--- src/rtl/morse_symbol_capture.sv ---
// morse_symbol_capture
//   Turns a raw Morse key into letter symbols. The key is synchronized and
//   debounced. Presses are classified as dots or dashes and packed into a
//   letter of up to five elements. A letter is emitted through a one-entry
//   output buffer once the key has been released for GAP_CYCLES.
//
// Ports
//   clock       single clock, rising edge
//   reset       synchronous, active-high reset
//   morse       raw asynchronous key input, 1 = pressed
//   code        letter elements, LSB = first element, 1 = dash, 0 = dot
//   code_len    number of elements 0..5 (0 = word space)
//   code_err    letter had more than five elements
//   code_valid  output buffer holds a symbol
//   code_ready  consumer accepts the symbol when code_valid is also 1
//   overrun     sticky, a symbol was dropped because the buffer was full
//   key_db      debounced key level
//
// Build option
//   MORSE_WORD_GAP_EN : when defined, a release lasting WORD_GAP_CYCLES
//   emits one word-space symbol (code_len = 0). Undefined by default.

module morse_symbol_capture #(
  parameter int DEBOUNCE_CYCLES = 250000,
  parameter int DOT_MAX_CYCLES  = 10000000,
  parameter int GAP_CYCLES      = 20000000,
  parameter int WORD_GAP_CYCLES = 50000000
) (
  input  logic       clock,
  input  logic       reset,
  input  logic       morse,
  output logic [4:0] code,
  output logic [2:0] code_len,
  output logic       code_err,
  output logic       code_valid,
  input  logic       code_ready,
  output logic       overrun,
  output logic       key_db
);

  // Debounce counter only needs to reach DEBOUNCE_CYCLES-1.
  localparam int          DB_W      = (DEBOUNCE_CYCLES > 1) ? $clog2(DEBOUNCE_CYCLES) : 1;
  localparam logic [DB_W-1:0] DB_LAST = DB_W'(DEBOUNCE_CYCLES - 1);
  localparam logic [25:0] DOT_MAX_W = 26'(DOT_MAX_CYCLES);
  localparam logic [25:0] GAP_W     = 26'(GAP_CYCLES);
  localparam logic [25:0] WORD_GAP_W = 26'(WORD_GAP_CYCLES);
  localparam logic [25:0] CNT_MAX   = 26'h3FF_FFFF;

  typedef enum logic [1:0] {
    ST_IDLE  = 2'd0,
    ST_PRESS = 2'd1,
    ST_GAP   = 2'd2
  } state_t;

  // Saturating increment shared by the duration and gap counters.
  function automatic logic [25:0] sat_inc(input logic [25:0] v);
    return (v == CNT_MAX) ? v : (v + 26'd1);
  endfunction

  logic            sync1_r;
  logic            sync2_r;
  logic [DB_W-1:0] db_cnt_r;
  logic            key_db_r;
  logic            key_db_prev_r;
  logic            rise_s;
  logic            fall_s;
  logic            dash_s;

  state_t          state_r;
  logic [25:0]     dur_r;
  logic [25:0]     gap_r;
  logic [4:0]      asm_code_r;
  logic [2:0]      asm_len_r;
  logic            asm_err_r;

  logic            emit_r;
  logic [4:0]      sym_code_r;
  logic [2:0]      sym_len_r;
  logic            sym_err_r;

  logic [4:0]      code_r;
  logic [2:0]      code_len_r;
  logic            code_err_r;
  logic            code_valid_r;
  logic            overrun_r;
  logic            accept_s;

`ifdef MORSE_WORD_GAP_EN
  // Set by a press, cleared when the word space goes out: one space per release.
  logic            armed_r;
`else
  logic            unused_word_gap_s;
  assign unused_word_gap_s = ^WORD_GAP_W;
`endif

  assign rise_s   = key_db_r & ~key_db_prev_r;
  assign fall_s   = ~key_db_r & key_db_prev_r;
  assign dash_s   = (dur_r > DOT_MAX_W);
  assign accept_s = code_valid_r & code_ready;

  // Two-flop synchronizer for the asynchronous key.
  always_ff @(posedge clock) begin
    if (reset) begin
      sync1_r <= 1'b0;
      sync2_r <= 1'b0;
    end else begin
      sync1_r <= morse;
      sync2_r <= sync1_r;
    end
  end

  // Debounce: toggle after DEBOUNCE_CYCLES consecutive differing samples.
  always_ff @(posedge clock) begin
    if (reset) begin
      db_cnt_r      <= '0;
      key_db_r      <= 1'b0;
      key_db_prev_r <= 1'b0;
    end else begin
      key_db_prev_r <= key_db_r;
      if (sync2_r == key_db_r) begin
        db_cnt_r <= '0;
      end else if (db_cnt_r == DB_LAST) begin
        key_db_r <= ~key_db_r;
        db_cnt_r <= '0;
      end else begin
        db_cnt_r <= db_cnt_r + DB_W'(1);
      end
    end
  end

  // Element timing, letter assembly and symbol emission.
  always_ff @(posedge clock) begin
    if (reset) begin
      state_r    <= ST_IDLE;
      dur_r      <= 26'd0;
      gap_r      <= 26'd0;
      asm_code_r <= 5'd0;
      asm_len_r  <= 3'd0;
      asm_err_r  <= 1'b0;
      emit_r     <= 1'b0;
      sym_code_r <= 5'd0;
      sym_len_r  <= 3'd0;
      sym_err_r  <= 1'b0;
`ifdef MORSE_WORD_GAP_EN
      armed_r    <= 1'b0;
`endif
    end else begin
      emit_r <= 1'b0;
`ifdef MORSE_WORD_GAP_EN
      if (rise_s) begin
        armed_r <= 1'b1;
      end
`endif
      case (state_r)
        ST_IDLE: begin
          if (rise_s) begin
            state_r <= ST_PRESS;
            dur_r   <= 26'd1;
          end
`ifdef MORSE_WORD_GAP_EN
          else if (armed_r) begin
            // Gap keeps running after a letter so a word space can follow.
            if (gap_r == WORD_GAP_W) begin
              emit_r     <= 1'b1;
              sym_code_r <= 5'd0;
              sym_len_r  <= 3'd0;
              sym_err_r  <= 1'b0;
              armed_r    <= 1'b0;
            end
            gap_r <= sat_inc(gap_r);
          end
`endif
        end
        ST_PRESS: begin
          if (fall_s) begin
            if (asm_len_r < 3'd5) begin
              asm_code_r <= asm_code_r | ({4'b0000, dash_s} << asm_len_r);
              asm_len_r  <= asm_len_r + 3'd1;
            end else begin
              asm_err_r <= 1'b1;
            end
            gap_r   <= 26'd1;
            state_r <= ST_GAP;
          end else begin
            dur_r <= sat_inc(dur_r);
          end
        end
        ST_GAP: begin
          if (gap_r == GAP_W) begin
            emit_r     <= 1'b1;
            sym_code_r <= asm_code_r;
            sym_len_r  <= asm_len_r;
            sym_err_r  <= asm_err_r;
            asm_code_r <= 5'd0;
            asm_len_r  <= 3'd0;
            asm_err_r  <= 1'b0;
            // A press landing on the terminating cycle starts the next letter.
            if (rise_s) begin
              state_r <= ST_PRESS;
              dur_r   <= 26'd1;
            end else begin
              state_r <= ST_IDLE;
              gap_r   <= sat_inc(gap_r);
            end
          end else if (rise_s) begin
            state_r <= ST_PRESS;
            dur_r   <= 26'd1;
          end else begin
            gap_r <= sat_inc(gap_r);
          end
        end
        default: begin
          state_r <= ST_IDLE;
        end
      endcase
    end
  end

  // One-entry output buffer; accept and reload in the same cycle is lossless.
  always_ff @(posedge clock) begin
    if (reset) begin
      code_r       <= 5'd0;
      code_len_r   <= 3'd0;
      code_err_r   <= 1'b0;
      code_valid_r <= 1'b0;
      overrun_r    <= 1'b0;
    end else if (emit_r) begin
      if (!code_valid_r || accept_s) begin
        code_r       <= sym_code_r;
        code_len_r   <= sym_len_r;
        code_err_r   <= sym_err_r;
        code_valid_r <= 1'b1;
      end else begin
        overrun_r <= 1'b1;
      end
    end else if (accept_s) begin
      code_valid_r <= 1'b0;
    end else begin
      code_valid_r <= code_valid_r;
    end
  end

  assign code       = code_r;
  assign code_len   = code_len_r;
  assign code_err   = code_err_r;
  assign code_valid = code_valid_r;
  assign overrun    = overrun_r;
  assign key_db     = key_db_r;

endmodule

--- config.mk ---
export PLATFORM = sky130hd
export DESIGN_NAME = morse_symbol_capture
export DESIGN_NICKNAME = d
export VERILOG_FILES = /design/src/rtl/morse_symbol_capture.sv
export SDC_FILE = /design/constraint.sdc
export NUM_CORES = 1
export LEC_CHECK = 0
export ABC_AREA = 1
export ABC_CLOCK_PERIOD_IN_PS = 3800
export CORE_MARGIN = 2
export CORE_UTILIZATION = 48
export CTS_CLUSTER_DIAMETER = 60
export DETAILED_ROUTE_END_ITERATION = 16
export PLACE_DENSITY = 0.63
export SYNTH_ARGS = -nofsm -noshare
export SYNTH_HDL_FRONTEND = slang
export SYNTH_SLANG_ARGS = --single-unit
--- constraint.sdc ---
create_clock -name clock -period 3.8 [get_ports clock]
set_input_delay 0.76 -clock clock [delete_from_list [all_inputs] [get_ports clock]]
set_output_delay 0.76 -clock clock [all_outputs]
set_load 0.02 [all_outputs]
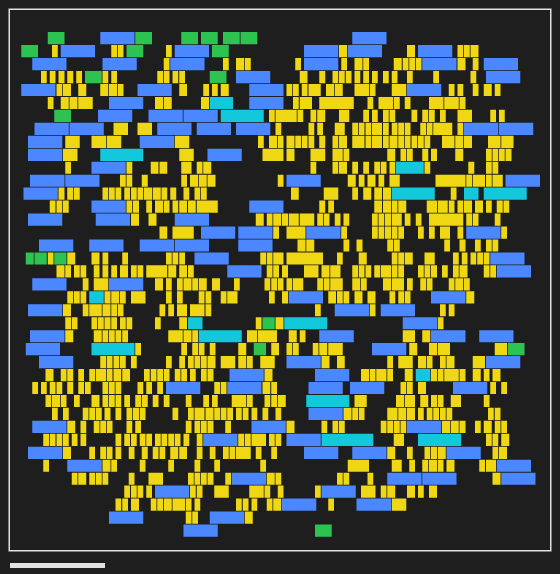
*Cells colored by class*
Scale bar: 20 um.
| color | class | cells |
|---|---|---|
| yellow | all other logic | 763 |
| blue | flip-flops | 106 |
| green | other buffers and delay cells | 19 |
| cyan | clock drivers and dummy loads | 16 |
Cell Rows: 39
fin area: 0.00630 sq mm
final core occ: 0.545

==> metrics.csv <==
metric,value,unit
WP buf/inv,2,
vias per cell,5.11,
Commonest Layout Cell,nand2_1,
setup TNS,0,ns
top-level port count,16,
Peak Freq,0.453,GHz
family with the most delay on the worst path,simple AND/OR/NAND/NOR gates,
Mean Syn Cell Area,6.47,sq um
CORE AREA,0.0116,sq mm
synth warn,0,
OpenROAD warning count,28,
met3 Use GR,0.0445,
Overall Global Routing Usage,0.212,
cycle use final,0.580,
worst-margin pin slew,0.700,ns
"Setup violations, final",0,
global-route wire length before repair,22.4,mm
Overflow after GRT,0,
clock network power share,0.468,
antenna-violating nets left,0,
Met2 Wirelength,5.91,mm
top power group,sequential cells,
status,"finished, final reports clean",
"non-filler cells, final",1047,
aoi share,0.0987,
met1 usage,0.279,
Hold EP,sync2_r$_SDFF_PP0_,
crit-path cells,nand2_1 -> a21oi_1 -> nor2_1 -> inv_1 -> nand2_4 -> inv_2 -> nand3_1 -> nand2_1 -> nor2_1,
grt met2 use,0.352,
Clock Buffer Count,10,
Clock Skew,0.00498,ns
CP Capture Point,dur_r[5]$_SDFFE_PP0P_,
Well Taps,143,
YS chip area,0.00574,sq mm
"slowest stage delay, CP",0.64,ns
number of enable flip-flop cells,0,
initial antenna violation count,0,
register area,0.00212,sq mm
Post-Synth XOR/XNOR Area,0.0397,
buffering overhead,0.0278,
MI comb cells,673,
drt first pass iters,4,
Sw Share,0.226,
Max-area cell class,logic gates,
Nets,909,
clk sinks,106,
CTS root buffer,clkbuf_16,
DP Area,0.00598,sq mm
port bufs,15,
Largest type area fraction,0.370,
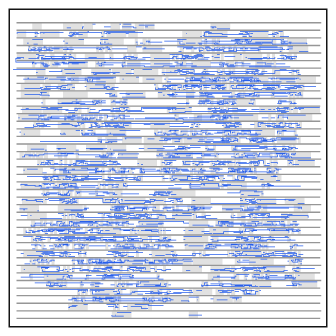
*The metal 1 layer*
Supply wires on this layer in gray.
main direction: horizontal
longest straight run: 37.3 um
wire length on this layer: 6,320 um
nets with wire on the layer: 861
share of all routed wire: 49%

Power and IR drop assume default switching activity.
